**src/rtl/adrs_dec_mmio_if.sv**
```systemverilog
// adrs_dec_mmio_if: CPU-side bus between the PICO16a core and the MMIO address decoder
interface adrs_dec_mmio_if #(
    parameter int NCH = 4
);
    logic [15:0]    adrs;
    logic           we;
    logic           err_clr;
    logic [NCH-1:0] cs;
    logic [NCH-1:0] read_stb;
    logic           rd_ack;
    logic [NCH-1:0] wr_stb;
    logic           bad_adrs;
    modport master (
        output adrs, we, err_clr,
        input  cs, read_stb, rd_ack, wr_stb, bad_adrs
    );
    modport slave (
        input  adrs, we, err_clr,
        output cs, read_stb, rd_ack, wr_stb, bad_adrs
    );
endinterface

```
**src/rtl/adrs_dec_mmio.sv**
```systemverilog
// adrs_dec_mmio: MMIO window decoder with one-shot read strobes, wait states, write strobes and a sticky bad-address flag
module adrs_dec_mmio #(
    parameter logic [15:0] BASE    = 16'h8008,
    parameter int          SPACE   = 2,
    parameter int          NCH     = 4,
    parameter int          RD_WAIT = 0
) (
    input logic            cpu_clk,
    input logic            rst,
    adrs_dec_mmio_if.slave bus
);
    typedef enum logic [1:0] {IDLE, WAIT, DONE, HOLD} state_t;
    localparam logic [3:0]     WAIT_CNT = 4'(RD_WAIT);
    localparam logic [SPACE:0] NCH_W    = (SPACE + 1)'(NCH);
    state_t           state, state_n;
    logic [3:0]       cnt, cnt_n;
    logic [SPACE-1:0] idx, idx_n;
    logic [SPACE-1:0] off;
    logic [NCH-1:0]   cs, read_stb, wr_stb;
    logic             ms, req, start, bad_hit, rd_ack, bad_adrs;
    assign ms      = bus.adrs[15:SPACE] == BASE[15:SPACE];
    assign off     = bus.adrs[SPACE-1:0];
    assign req     = |cs && !bus.we;
    assign bad_hit = ms && {1'b0, off} >= NCH_W;
    // one-hot select, only mapped offsets get a bit
    always_comb begin
        cs = '0;
        for (int i = 0; i < NCH; i++) cs[i] = ms && off == SPACE'(i);
    end
    // read FSM: a new channel (re)starts the wait, a persisting read parks in HOLD
    always_comb begin
        state_n = state;
        cnt_n   = cnt;
        idx_n   = idx;
        start   = 1'b0;
        case (state)
            IDLE: start = req;
            WAIT: begin
                if (!req || off != idx) begin
                    state_n = IDLE;
                end else begin
                    cnt_n = cnt - 4'd1;
                    if (cnt == 4'd1) state_n = DONE;
                end
            end
            DONE, HOLD: begin
                if (!req) state_n = IDLE;
                else if (off != idx) start = 1'b1;
                else state_n = HOLD;
            end
            default: state_n = IDLE;
        endcase
        if (start) begin
            idx_n   = off;
            cnt_n   = WAIT_CNT;
            state_n = RD_WAIT == 0 ? DONE : WAIT;
        end
    end
    // FSM state, captured channel and wait counter
    always_ff @(posedge cpu_clk or negedge rst) begin
        if (!rst) begin
            state <= IDLE;
            cnt   <= '0;
            idx   <= '0;
        end else begin
            state <= state_n;
            cnt   <= cnt_n;
            idx   <= idx_n;
        end
    end
    // registered strobes: read pulse on entry to DONE, write level one cycle behind the bus, sticky error with set priority
    always_ff @(posedge cpu_clk or negedge rst) begin
        if (!rst) begin
            read_stb <= '0;
            rd_ack   <= 1'b0;
            wr_stb   <= '0;
            bad_adrs <= 1'b0;
        end else begin
            read_stb <= state_n == DONE ? NCH'(1) << idx_n : '0;
            rd_ack   <= state_n == DONE;
            wr_stb   <= cs & {NCH{bus.we}};
            bad_adrs <= bad_hit || (bad_adrs && !bus.err_clr);
        end
    end
    assign bus.cs       = cs;
    assign bus.read_stb = read_stb;
    assign bus.rd_ack   = rd_ack;
    assign bus.wr_stb   = wr_stb;
    assign bus.bad_adrs = bad_adrs;
endmodule

```
**src/flat_wrapper.sv**
```systemverilog
// flat-port wrapper written by rule: the top's interface ports become plain ports
module adrs_dec_mmio_flat 
#(
    parameter logic [15:0] BASE    = 16'h8008,
    parameter int          SPACE   = 2,
    parameter int          NCH     = 4,
    parameter int          RD_WAIT = 0
)
  (cpu_clk, rst, bus_adrs, bus_we, bus_err_clr, bus_cs, bus_read_stb, bus_rd_ack, bus_wr_stb, bus_bad_adrs);
  adrs_dec_mmio_if #(.NCH(NCH)) bus_i ();
  input logic cpu_clk;
  input logic rst;
  input wire logic [$bits(bus_i.adrs)-1:0] bus_adrs;
  input wire logic [$bits(bus_i.we)-1:0] bus_we;
  input wire logic [$bits(bus_i.err_clr)-1:0] bus_err_clr;
  output wire logic [$bits(bus_i.cs)-1:0] bus_cs;
  output wire logic [$bits(bus_i.read_stb)-1:0] bus_read_stb;
  output wire logic [$bits(bus_i.rd_ack)-1:0] bus_rd_ack;
  output wire logic [$bits(bus_i.wr_stb)-1:0] bus_wr_stb;
  output wire logic [$bits(bus_i.bad_adrs)-1:0] bus_bad_adrs;
  assign bus_i.adrs = bus_adrs;
  assign bus_i.we = bus_we;
  assign bus_i.err_clr = bus_err_clr;
  assign bus_cs = bus_i.cs;
  assign bus_read_stb = bus_i.read_stb;
  assign bus_rd_ack = bus_i.rd_ack;
  assign bus_wr_stb = bus_i.wr_stb;
  assign bus_bad_adrs = bus_i.bad_adrs;
  adrs_dec_mmio #(.BASE(BASE), .SPACE(SPACE), .NCH(NCH), .RD_WAIT(RD_WAIT)) u_core (.cpu_clk(cpu_clk), .rst(rst), .bus(bus_i));
endmodule
```
**config.mk**
```make
export PLATFORM = sky130hd
export DESIGN_NAME = adrs_dec_mmio_flat
export DESIGN_NICKNAME = d
export VERILOG_FILES = /design/src/rtl/adrs_dec_mmio_if.sv /design/src/rtl/adrs_dec_mmio.sv /design/src/flat_wrapper.sv
export SDC_FILE = /design/constraint.sdc
export NUM_CORES = 1
export LEC_CHECK = 0
export CORE_MARGIN = 2
export CORE_UTILIZATION = 47
export DETAILED_ROUTE_END_ITERATION = 12
export GPL_TIMING_DRIVEN = 0
export PLACE_DENSITY = 0.87
export SYNTH_ARGS = -nofsm -noshare
export SYNTH_HDL_FRONTEND = slang
export SYNTH_SLANG_ARGS = --single-unit
```
**constraint.sdc**
```tcl
create_clock -name cpu_clk -period 4.96 [get_ports cpu_clk]
set_clock_uncertainty 0.1 [all_clocks]
set_input_delay 0.744 -clock cpu_clk [delete_from_list [all_inputs] [get_ports cpu_clk]]
set_output_delay 0.744 -clock cpu_clk [all_outputs]
set_load 0.05 [all_outputs]
```
placement_by_type.png
Bar = 10 µm. Fill, decap, tap and diode cells in gray.
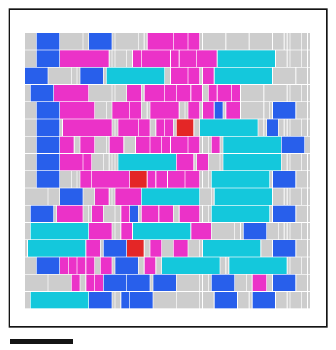
blue -> remaining buffers and delay cells  # cells 35
magenta -> combinational and other logic  # cells 76
cyan -> sequential cells  # cells 18
red -> clock drivers  # cells 3
fraction of area in registers: 0.333
Core ar.: 1960 µm²
Std-Cell Rows: 16

layer_met2.png
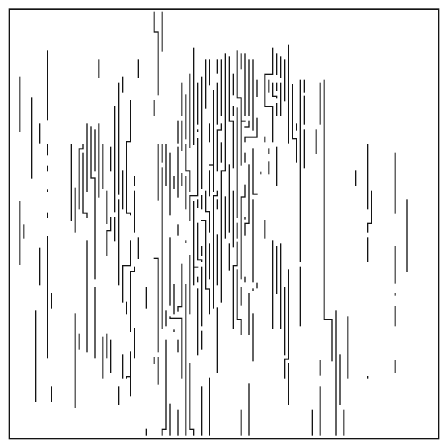
share of all routed wire = 50%
longest straight run = 27.8 µm
wire length on this layer = 1160 µm
main direction = vertical
nets with wire on the layer = 139

clocks.png
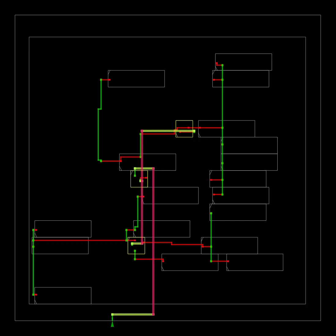
Inserted Clock Buffers: 3
clk sink count: 18

logic_types.png
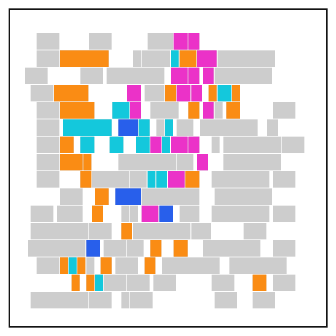
orange -> nor cells  # cells 26, most used nor3_1
magenta -> aoi and oai cells  # cells 17
blue -> and/or cells  # cells 4
cyan -> nand cells  # cells 14, most used nand2_1
Top cell excl fill/tap: sky130_fd_sc_hd__clkdlybuf4s50_1
non-filler instance count after layout: 159
logic gate fraction of the total cell area: 0.371

==> run summary <==
Notes on the physical implementation.

- The flow ran to the end, and the final reports show no timing, DRC or antenna violations.
- For the pin with the worst max-slew slack, the measured transition is 0.781 ns.
- The biggest cell category by area in the final layout is logic gates, for reference.
- The setup slack of the critical path after layout is 1.05 ns, for reference.
- The most common logic cells in the final layout are sky130_fd_sc_hd__clkdlybuf4s50_1 (31), sky130_fd_sc_hd__dfrtp_1 (18), sky130_fd_sc_hd__nor3_1 (8).
- The average size of a mapped cell is 10.1 µm², for reference.
- The number of diodes is 0, for reference.
- The synthesized chip area reported by yosys is 987 µm², for reference.
- The detailed-route DRC error count is 0, for reference.
- The count of sequential standard cells is 18, for reference.
- The tally of clock buffers in the finished layout is 3, for reference.
- The final layout report lists a filler cell count of 171.
- The timing report gives the biggest stage delay along the critical path as 0.81 ns.
- The cell total in the yosys stat output is 98, for reference.
- The power dissipated in combinational cells is 0.0000318 W, for reference.
- The worst path arrival time is 3.07 ns, for reference.
- The worst setup path is launched from an input port.
- The setup slack of the most critical reg-to-reg path is 2.84 ns, for reference.
- The end point of the critical path is bus_cs[1], for reference.
- The worst-case setup slack after placement is 1.06 ns, for reference.
- The worst-case max-slew headroom was logged as 0.478.
- In this run the worst hold path is classified as reg -> reg.
- The proportion of total power due to net switching is 0.234, for reference.
- The post-CTS hold buffer count recorded in the log is 0.
- Per the layout report, the design carries 35 non-clock buffers.
- The reported max-cap violation count is 0, for reference.
- In this run the worst path has a maximum fanout of 10.
- According to the finish report, the design has a final net count of 156.
- The sum of negative setup slack is 0 ns, for reference.
- The via density per instance is 5.90, for reference.
- For reference, the top cells by count after synthesis are sky130_fd_sc_hd__dfrtp_1 (18), sky130_fd_sc_hd__nor3_1 (8), sky130_fd_sc_hd__nor2_1 (7), sky130_fd_sc_hd__nand2_1 (6), sky130_fd_sc_hd__inv_1 (5).
- The sequential cell fraction of total power is 0.589, for reference.
- In this run the critical path is formed by clkdlybuf4s50_1, nor4_4, nand4_4, or2_1, nor2_1, clkdlybuf4s50_1.
- The timing report notes that buffer and inverter cells on the critical path total 2.
- The worst flop-to-flop path startpoint is u_core.idx[0], for reference.
- The Yosys step of the flow raised 0 warnings.
- The internal power of the cells is 0.000191 W, for reference.
- The number of multi-input combinational cells in the layout is 71.
- The number of unique standard cell types used by synthesis is 39, for reference.
- The cell type group with the largest total delay on the critical path is buffers and inverters, for reference.
- The flow reports power dissipated in the clock network as 0.0000708 W.
- The congestion estimate from routability-driven global placement came to 0.778.
- The leakage power is 0.564 nW, for reference.
- Setup repair after global routing left no endpoint under its margin.
- In the final routed layout, each cell accounts on average for 14.5 µm.
- The worst min-delay path startpoint is u_core.bus.bad_adrs, for reference.
- For this run, the final setup violation count is recorded as 0.
- The synthesized instance count is 98, for reference.
- The portion of the layout cell area used by clock cells is 0.0166, for reference.
- Wires add up to 2310 µm.
- The final hold slack is 0.409 ns, for reference.
- For this run, the total global-route usage over all layers was measured as 0.206.
- The share of synthesized area in the top cell type comes to 0.456.
- The effective utilization at floorplan is 0.503, for reference.
- The detail route stage leaves a number of antenna-violating nets equal to 0.
- The combined area of the multi-input logic cells is 502 µm², for reference.
- CTS built an H-tree with a depth of 1.
- The total of cells resized after clock tree synthesis is 0, for reference.
- The count of flip-flops with a built-in enable after synthesis is 0, for reference.
- The vertical die dimension is 49.8 µm, for reference.
- The worst reg2reg path endpoint is u_core.bus.read_stb[0], for reference.
- The cell with the most instances after synthesis is sky130_fd_sc_hd__dfrtp_1, for reference.
- In this run the VDD rail shows a maximum IR drop of 170 µV.
- The proportion of power drawn by combinational gates is 0.128, for reference.
- The worst setup path startpoint is bus_adrs[7], for reference.
- The violation tally recorded at the end of detailed-routing iteration 0 is 28.
- The power consumed by sequential cells is 0.000147 W, for reference.
- The clock power share is 0.284, for reference.
- The worst path required time is 4.12 ns, for reference.
- The category of the most critical setup path is in -> out, for reference.
- The final cell utilization of the core is 0.690, for reference.
- Per STA, the library cell used most along the worst path is sky130_fd_sc_hd__clkdlybuf4s50_1.
- The layout cell share with drive strength beyond 1 is 0.0758, for reference.
- The post-placement cell area is 1330 µm².
- For the finished layout, the period the worst path requires is 3.91 ns.
- The completed layout was analyzed and its total power is 0.000249 W.
- The post-synthesis async set-or-reset flop share is 1.00, for reference.
- The horizontal die dimension reported for this design is 49.8 µm.
- The floorplan net count is 120, for reference.
- The flip-flop and latch area is 450 µm², for reference.
- The pin count of the biggest net entering global routing is 19, for reference.
- The number of OpenROAD warnings is 27, for reference.
- The non-clock inverter count in the final layout is 5, for reference.
- Per the final report, the share of cell area in non-clock buffers is 0.241.
- The post-route clock period utilization is 0.789, for reference.
- The worst setup path is captured at an output port.
- Summing every instance area after synthesis gives 987 µm².
- The maximum buffer depth of the clock tree is 2, for reference.
- The clock latency of the later-clocked register in the worst-skew pair is 0.29 ns, for reference.
- The post-CTS clock slew at the launch and capture registers of the worst setup and hold paths is 0.09 ns, for reference.
- The count of input and output buffers is 31, for reference.
- The reported net switching power is 0.0000584 W, for reference.
- STA shows the worst min-delay path finishing at u_core.bus.bad_adrs.
- The number of logic stages on the critical path including buffering is 6, for reference.
- The largest registers in the layout are u_core.bus.read_stb: 4 flops, u_core.bus.wr_stb: 4 flops, u_core.cnt: 4 flops.
- The most used flip-flop cell after synthesis is sky130_fd_sc_hd__dfrtp_1.
- The relative area change from synthesis to final layout is 37.1%, for reference.
- The first detailed-routing pass ran for 4 iterations.
- According to the dpl log, the detail-placed design has an HPWL of 1730 µm.
- The via count of the first global-routing pass was 882.
- The part of the Yosys area used for sequential elements is 0.456, for reference.
- Sorting the synthesized cells by area gives the leading types as sky130_fd_sc_hd__dfrtp_1 (46%), sky130_fd_sc_hd__nor3_1 (4.1%), sky130_fd_sc_hd__nor4b_2 (3.0%).
- During I/O placement, the number of pins put on the boundary was 34.
- The floorplan report lists the tap cell count as 27.
- The clock tree root driver cell is sky130_fd_sc_hd__clkbuf_4, for reference.
- TritonCTS built the clock tree.
- The overflow left after global routing is 0, for reference.
- The total instance count after detailed placement is 156, for reference.
- The total via count after detailed routing is 938, for reference.
- The number of failing hold endpoints at the final stage is 0, for reference.
- The slowest stage of the critical path is the sky130_fd_sc_hd__clkdlybuf4s50_1 cell.
- The first global-routing pass estimated 3930 µm of wire.
- The max-slew violation count is 0, for reference.
- The post-CTS setup-driven buffer insertion count is 0, for reference.
- For the worst flop-to-flop path, the logic depth is 4.
- The flow reported a cell area power density of 184 nW/µm².
- The number of antenna violations at the first check in global routing came to 0.
- The overall chip area is 2480 µm², for reference.
- After routing the design area is 1350 µm².
- The maximum clock rate is 0.256 GHz, for reference.
- The cell depth of the worst min-delay path is 1, for reference.
- The count of state elements after synthesis is 18, for reference.
- The top cell type by total area after synthesis is sky130_fd_sc_hd__dfrtp_1, for reference.
- Per report_power, the top consumer among the power groups is registers.
-- cell families (layout without fill, tap and decap cells) --
logic type / count (synthesis) / in the layout / share of synthesized area
simple gates: 44 / 44 / 0.295
compound gates: 21 / 21 / 0.141
flops: 18 / 18 / 0.456
buf+inv: 9 / 43 / 0.0355
fa+ha+maj: 2 / 2 / 0.0253
xor+xnor: 2 / 2 / 0.0254
mux: 2 / 2 / 0.0215
-- per-layer routing --
metal | routed length, µm | GRT usage | up-vias
li1 | - | - | 439
met1 | 902 | 0.250 | 431
met2 | 1160 | 0.353 | 56
met3 | 170 | 0.0333 | 12
met4 | 77 | 0.102 | 0
met5 | 0 | 0 | -
Power and IR drop assume default switching activity.
